File: config.mk
export PLATFORM = sky130hd
export DESIGN_NAME = des_iter_core
export DESIGN_NICKNAME = d
export VERILOG_FILES = /design/src/rtl/des_iter_core.sv
export SDC_FILE = /design/constraint.sdc
export NUM_CORES = 1
export LEC_CHECK = 0
export CORE_UTILIZATION = 40
export CTS_BUF_LIST = sky130_fd_sc_hd__clkbuf_4
export CTS_CLUSTER_DIAMETER = 150
export DETAILED_ROUTE_END_ITERATION = 8
export PLACE_DENSITY = 0.65
export SYNTH_ARGS = -nofsm -noshare
export SYNTH_HDL_FRONTEND = slang
export SYNTH_SLANG_ARGS = --single-unit
File: constraint.sdc
create_clock -name clk -period 5.1 [get_ports clk]
set_input_delay 1.02 -clock clk [delete_from_list [all_inputs] [get_ports clk]]
set_output_delay 1.02 -clock clk [all_outputs]
set_load 0.01 [all_outputs]
File: src/rtl/des_iter_core.sv
// des_iter_core: iterative DES cipher, ROUNDS_PER_CYCLE Feistel rounds per clock, subkeys generated on the fly.
// Optional feature macro: DES_ITER_DECRYPT_EN builds the decrypt mode flag and right-rotate key schedule.
module des_iter_core #(
   parameter int ROUNDS_PER_CYCLE = 1
) (
   input  logic        clk,
   input  logic        rst_n,
   input  logic        in_valid,
   output logic        in_ready,
   input  logic [63:0] in_data,
   input  logic [63:0] in_key,
   input  logic        in_decrypt,
   output logic        out_valid,
   input  logic        out_ready,
   output logic [63:0] out_data,
   output logic        busy
);

   if (ROUNDS_PER_CYCLE != 1 && ROUNDS_PER_CYCLE != 2 && ROUNDS_PER_CYCLE != 4 &&
       ROUNDS_PER_CYCLE != 8 && ROUNDS_PER_CYCLE != 16) begin : g_bad_rpc
      $error("des_iter_core: ROUNDS_PER_CYCLE must be 1, 2, 4, 8 or 16");
   end

   // Permutation tables hold 1-based FIPS bit numbers, bit 1 being the MSB
   localparam int IP_T [64] = '{58, 50, 42, 34, 26, 18, 10, 2, 60, 52, 44, 36, 28, 20, 12, 4,
                                62, 54, 46, 38, 30, 22, 14, 6, 64, 56, 48, 40, 32, 24, 16, 8,
                                57, 49, 41, 33, 25, 17,  9, 1, 59, 51, 43, 35, 27, 19, 11, 3,
                                61, 53, 45, 37, 29, 21, 13, 5, 63, 55, 47, 39, 31, 23, 15, 7};
   localparam int FP_T [64] = '{40, 8, 48, 16, 56, 24, 64, 32, 39, 7, 47, 15, 55, 23, 63, 31,
                                38, 6, 46, 14, 54, 22, 62, 30, 37, 5, 45, 13, 53, 21, 61, 29,
                                36, 4, 44, 12, 52, 20, 60, 28, 35, 3, 43, 11, 51, 19, 59, 27,
                                34, 2, 42, 10, 50, 18, 58, 26, 33, 1, 41,  9, 49, 17, 57, 25};
   localparam int E_T [48] = '{32,  1,  2,  3,  4,  5,  4,  5,  6,  7,  8,  9,
                                8,  9, 10, 11, 12, 13, 12, 13, 14, 15, 16, 17,
                               16, 17, 18, 19, 20, 21, 20, 21, 22, 23, 24, 25,
                               24, 25, 26, 27, 28, 29, 28, 29, 30, 31, 32,  1};
   localparam int P_T [32] = '{16,  7, 20, 21, 29, 12, 28, 17,  1, 15, 23, 26,  5, 18, 31, 10,
                                2,  8, 24, 14, 32, 27,  3,  9, 19, 13, 30,  6, 22, 11,  4, 25};
   localparam int PC1_T [56] = '{57, 49, 41, 33, 25, 17,  9,  1, 58, 50, 42, 34, 26, 18,
                                 10,  2, 59, 51, 43, 35, 27, 19, 11,  3, 60, 52, 44, 36,
                                 63, 55, 47, 39, 31, 23, 15,  7, 62, 54, 46, 38, 30, 22,
                                 14,  6, 61, 53, 45, 37, 29, 21, 13,  5, 28, 20, 12,  4};
   localparam int PC2_T [48] = '{14, 17, 11, 24,  1,  5,  3, 28, 15,  6, 21, 10,
                                 23, 19, 12,  4, 26,  8, 16,  7, 27, 20, 13,  2,
                                 41, 52, 31, 37, 47, 55, 30, 40, 51, 45, 33, 48,
                                 44, 49, 39, 56, 34, 53, 46, 42, 50, 36, 29, 32};
   // S-boxes flattened row-major: index = {b1, b6, b2..b5}
   localparam int SBOX [8][64] = '{
      '{14, 4, 13, 1, 2, 15, 11, 8, 3, 10, 6, 12, 5, 9, 0, 7,
         0, 15, 7, 4, 14, 2, 13, 1, 10, 6, 12, 11, 9, 5, 3, 8,
         4, 1, 14, 8, 13, 6, 2, 11, 15, 12, 9, 7, 3, 10, 5, 0,
        15, 12, 8, 2, 4, 9, 1, 7, 5, 11, 3, 14, 10, 0, 6, 13},
      '{15, 1, 8, 14, 6, 11, 3, 4, 9, 7, 2, 13, 12, 0, 5, 10,
         3, 13, 4, 7, 15, 2, 8, 14, 12, 0, 1, 10, 6, 9, 11, 5,
         0, 14, 7, 11, 10, 4, 13, 1, 5, 8, 12, 6, 9, 3, 2, 15,
        13, 8, 10, 1, 3, 15, 4, 2, 11, 6, 7, 12, 0, 5, 14, 9},
      '{10, 0, 9, 14, 6, 3, 15, 5, 1, 13, 12, 7, 11, 4, 2, 8,
        13, 7, 0, 9, 3, 4, 6, 10, 2, 8, 5, 14, 12, 11, 15, 1,
        13, 6, 4, 9, 8, 15, 3, 0, 11, 1, 2, 12, 5, 10, 14, 7,
         1, 10, 13, 0, 6, 9, 8, 7, 4, 15, 14, 3, 11, 5, 2, 12},
      '{ 7, 13, 14, 3, 0, 6, 9, 10, 1, 2, 8, 5, 11, 12, 4, 15,
        13, 8, 11, 5, 6, 15, 0, 3, 4, 7, 2, 12, 1, 10, 14, 9,
        10, 6, 9, 0, 12, 11, 7, 13, 15, 1, 3, 14, 5, 2, 8, 4,
         3, 15, 0, 6, 10, 1, 13, 8, 9, 4, 5, 11, 12, 7, 2, 14},
      '{ 2, 12, 4, 1, 7, 10, 11, 6, 8, 5, 3, 15, 13, 0, 14, 9,
        14, 11, 2, 12, 4, 7, 13, 1, 5, 0, 15, 10, 3, 9, 8, 6,
         4, 2, 1, 11, 10, 13, 7, 8, 15, 9, 12, 5, 6, 3, 0, 14,
        11, 8, 12, 7, 1, 14, 2, 13, 6, 15, 0, 9, 10, 4, 5, 3},
      '{12, 1, 10, 15, 9, 2, 6, 8, 0, 13, 3, 4, 14, 7, 5, 11,
        10, 15, 4, 2, 7, 12, 9, 5, 6, 1, 13, 14, 0, 11, 3, 8,
         9, 14, 15, 5, 2, 8, 12, 3, 7, 0, 4, 10, 1, 13, 11, 6,
         4, 3, 2, 12, 9, 5, 15, 10, 11, 14, 1, 7, 6, 0, 8, 13},
      '{ 4, 11, 2, 14, 15, 0, 8, 13, 3, 12, 9, 7, 5, 10, 6, 1,
        13, 0, 11, 7, 4, 9, 1, 10, 14, 3, 5, 12, 2, 15, 8, 6,
         1, 4, 11, 13, 12, 3, 7, 14, 10, 15, 6, 8, 0, 5, 9, 2,
         6, 11, 13, 8, 1, 4, 10, 7, 9, 5, 0, 15, 14, 2, 3, 12},
      '{13, 2, 8, 4, 6, 15, 11, 1, 10, 9, 3, 14, 5, 0, 12, 7,
         1, 15, 13, 8, 10, 3, 7, 4, 12, 5, 6, 11, 0, 14, 9, 2,
         7, 11, 4, 1, 9, 12, 14, 2, 0, 6, 10, 13, 15, 3, 5, 8,
         2, 1, 14, 7, 4, 10, 8, 13, 15, 12, 9, 0, 3, 5, 6, 11}};

   typedef enum logic [1:0] {IDLE, RUN, DONE} state_t;

   state_t      state_q, state_d;
   logic [31:0] l_q, l_d, r_q, r_d, l_rnd, r_rnd;
   logic [27:0] c_q, c_d, d_q, d_d, c_rnd, d_rnd;
   logic [4:0]  round_q, round_d;
   logic [63:0] out_q, out_d;
`ifdef DES_ITER_DECRYPT_EN
   logic        dec_q, dec_d;
`else
   logic        unused_decrypt;
   assign unused_decrypt = in_decrypt;
`endif

   function automatic logic [63:0] ip(input logic [63:0] x);
      ip = '0;
      for (int i = 0; i < 64; i++) ip[63-i] = x[64-IP_T[i]];
   endfunction

   function automatic logic [63:0] fp(input logic [63:0] x);
      fp = '0;
      for (int i = 0; i < 64; i++) fp[63-i] = x[64-FP_T[i]];
   endfunction

   function automatic logic [55:0] pc1(input logic [63:0] k);
      pc1 = '0;
      for (int i = 0; i < 56; i++) pc1[55-i] = k[64-PC1_T[i]];
   endfunction

   function automatic logic [47:0] pc2(input logic [55:0] cd);
      pc2 = '0;
      for (int i = 0; i < 48; i++) pc2[47-i] = cd[56-PC2_T[i]];
   endfunction

   function automatic logic [27:0] rol28(input logic [27:0] x, input logic one);
      return one ? {x[26:0], x[27]} : {x[25:0], x[27:26]};
   endfunction

`ifdef DES_ITER_DECRYPT_EN
   function automatic logic [27:0] ror28(input logic [27:0] x, input logic one);
      return one ? {x[0], x[27:1]} : {x[1:0], x[27:2]};
   endfunction
`endif

   function automatic logic [31:0] feistel(input logic [31:0] r, input logic [47:0] k);
      logic [47:0] x;
      logic [31:0] s;
      logic [5:0]  six;
      x = '0;
      s = '0;
      for (int i = 0; i < 48; i++) x[47-i] = r[32-E_T[i]];
      x = x ^ k;
      for (int b = 0; b < 8; b++) begin
         six = x[47-6*b -: 6];
         s[31-4*b -: 4] = 4'(SBOX[b][{six[5], six[0], six[4:1]}]);
      end
      feistel = '0;
      for (int i = 0; i < 32; i++) feistel[31-i] = s[32-P_T[i]];
   endfunction

   // Apply ROUNDS_PER_CYCLE rounds, rotating C/D before each round to form its subkey
   always_comb begin
      logic [31:0] t;
      logic [4:0]  rnd;
      logic        one;
      l_rnd = l_q;
      r_rnd = r_q;
      c_rnd = c_q;
      d_rnd = d_q;
      t = '0;
      rnd = '0;
      one = 1'b0;
      for (int j = 0; j < ROUNDS_PER_CYCLE; j++) begin
         rnd = round_q + 5'(j) + 5'd1;
`ifdef DES_ITER_DECRYPT_EN
         if (dec_q) begin
            one = (rnd == 5'd2) || (rnd == 5'd9) || (rnd == 5'd16);
            c_rnd = (rnd == 5'd1) ? c_rnd : ror28(c_rnd, one);
            d_rnd = (rnd == 5'd1) ? d_rnd : ror28(d_rnd, one);
         end else begin
            one = (rnd == 5'd1) || (rnd == 5'd2) || (rnd == 5'd9) || (rnd == 5'd16);
            c_rnd = rol28(c_rnd, one);
            d_rnd = rol28(d_rnd, one);
         end
`else
         one = (rnd == 5'd1) || (rnd == 5'd2) || (rnd == 5'd9) || (rnd == 5'd16);
         c_rnd = rol28(c_rnd, one);
         d_rnd = rol28(d_rnd, one);
`endif
         t = r_rnd;
         r_rnd = l_rnd ^ feistel(r_rnd, pc2({c_rnd, d_rnd}));
         l_rnd = t;
      end
   end

   // Next-state logic: accept in IDLE, iterate in RUN, hold the result in DONE
   always_comb begin
      state_d = state_q;
      l_d = l_q;
      r_d = r_q;
      c_d = c_q;
      d_d = d_q;
      round_d = round_q;
      out_d = out_q;
`ifdef DES_ITER_DECRYPT_EN
      dec_d = dec_q;
`endif
      case (state_q)
         IDLE: if (in_valid) begin
            state_d = RUN;
            {l_d, r_d} = ip(in_data);
            {c_d, d_d} = pc1(in_key);
            round_d = '0;
`ifdef DES_ITER_DECRYPT_EN
            dec_d = in_decrypt;
`endif
         end
         RUN: begin
            l_d = l_rnd;
            r_d = r_rnd;
            c_d = c_rnd;
            d_d = d_rnd;
            round_d = round_q + 5'(ROUNDS_PER_CYCLE);
            if (round_d == 5'd16) begin
               state_d = DONE;
               out_d = fp({r_rnd, l_rnd});
            end
         end
         DONE: if (out_ready) state_d = IDLE;
         default: state_d = IDLE;
      endcase
   end

   // State and datapath registers; reset aborts any block in flight
   always_ff @(posedge clk or negedge rst_n) begin
      if (!rst_n) begin
         state_q <= IDLE;
         l_q <= '0;
         r_q <= '0;
         c_q <= '0;
         d_q <= '0;
         round_q <= '0;
         out_q <= '0;
`ifdef DES_ITER_DECRYPT_EN
         dec_q <= 1'b0;
`endif
      end else begin
         state_q <= state_d;
         l_q <= l_d;
         r_q <= r_d;
         c_q <= c_d;
         d_q <= d_d;
         round_q <= round_d;
         out_q <= out_d;
`ifdef DES_ITER_DECRYPT_EN
         dec_q <= dec_d;
`endif
      end
   end

   assign in_ready  = (state_q == IDLE);
   assign out_valid = (state_q == DONE);
   assign busy      = (state_q == RUN);
   assign out_data  = out_q;

endmodule

### The metal 2 layer

Cells faint in the background.
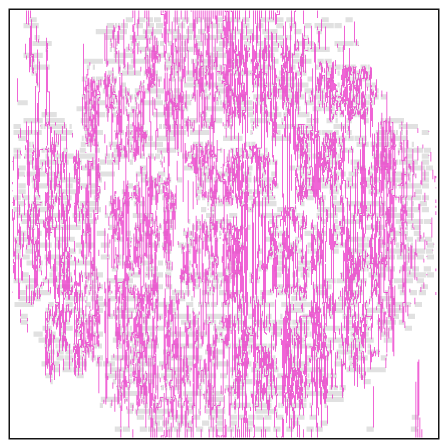
The layer holds 48% of the routed length. The wires run mostly vertical. The layer carries 24.9 mm of wire. The longest straight run is 98.1 um. 1705 nets have wire on it.

### Wiring by layer

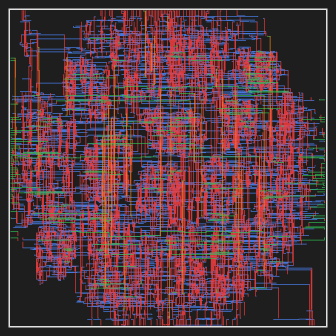
Red is metal 2, wire length 24.9 mm. Green is metal 3, wire length 2740 um. Blue is metal 1, wire length 22.6 mm. Orange is metal 4, wire length 1820 um.

### Clock wires, drivers and flops

Scale bar: 50 um.
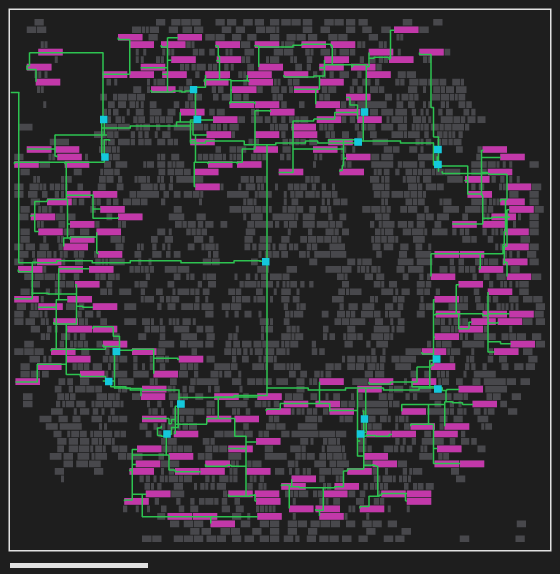
Cyan is clock drivers, count 17. Magenta is flip-flops, count 191. Green is clock wires, length 2680 um.
Position of the flops: spread over the die. There are 18 routed clock nets.

### M3 wires

Scale bar: 50 um. Cells faint in the background.
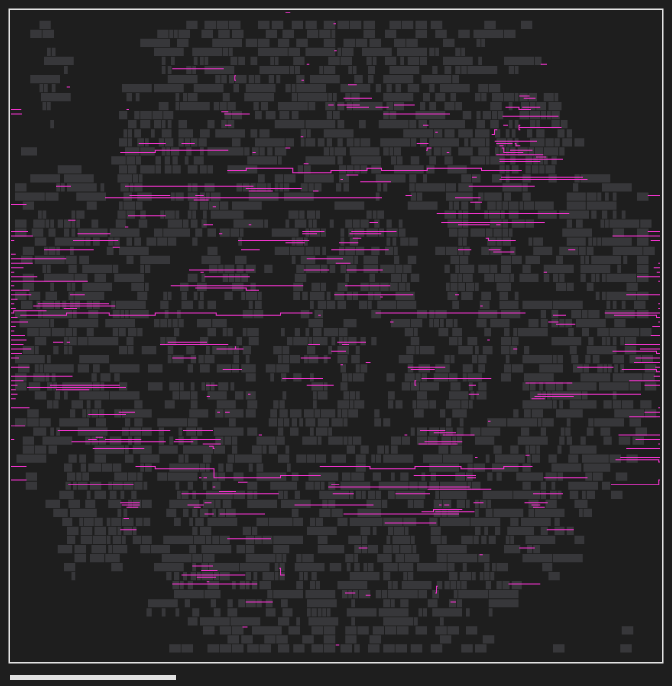
The wires run mostly horizontal. The longest straight run is 83.0 um.

==> out/qor.csv <==
stage;metric;value;unit
status;status;finished clean;
synthesis;dominant kind of combinational cell;AND-OR/OR-AND gates;
layout;most common logic cell in the routed design;nand2_1;
critical_path;reg2reg start;round_q[0];
synthesis;Top FF cell, synth;dfrtp_1;
floorplan;Tap Cells;504;
place;detailed placement HPWL;37600;um
drt;Initial DRT Pass Iterations;8;
grt;aggregate global routing overflow;0;
grt;GRT busiest layer;met2;
synthesis;top cells by count, synth;289 x nand2_1, 191 x dfrtp_1, 153 x a21oi_1;
synthesis;Post-synth ARST share;100;%
synthesis;number of enable flip-flop cells;0;
grt;GRT Overall Usage;27.3;%
clock_tree;CTS sink cnt;191;
floorplan;area of the core;36900;um2
synthesis;distinct lib cells;79;
critical_path;termination of the worst setup path;l_rnd[15];
critical_path;Critical Path Sink Type;flop;
place;Setup WS pre-CTS;0.386;ns
layout;Layout area overhead;19.2;%
critical_path;CP max-delay cell;a2111oi_0;
clock_tree;Clock Latency Late Sink;0.65;ns
synthesis;simple share;15.3;%
synthesis;floorplan net count;1965;
final_timing;clock skew;0.0259;ns
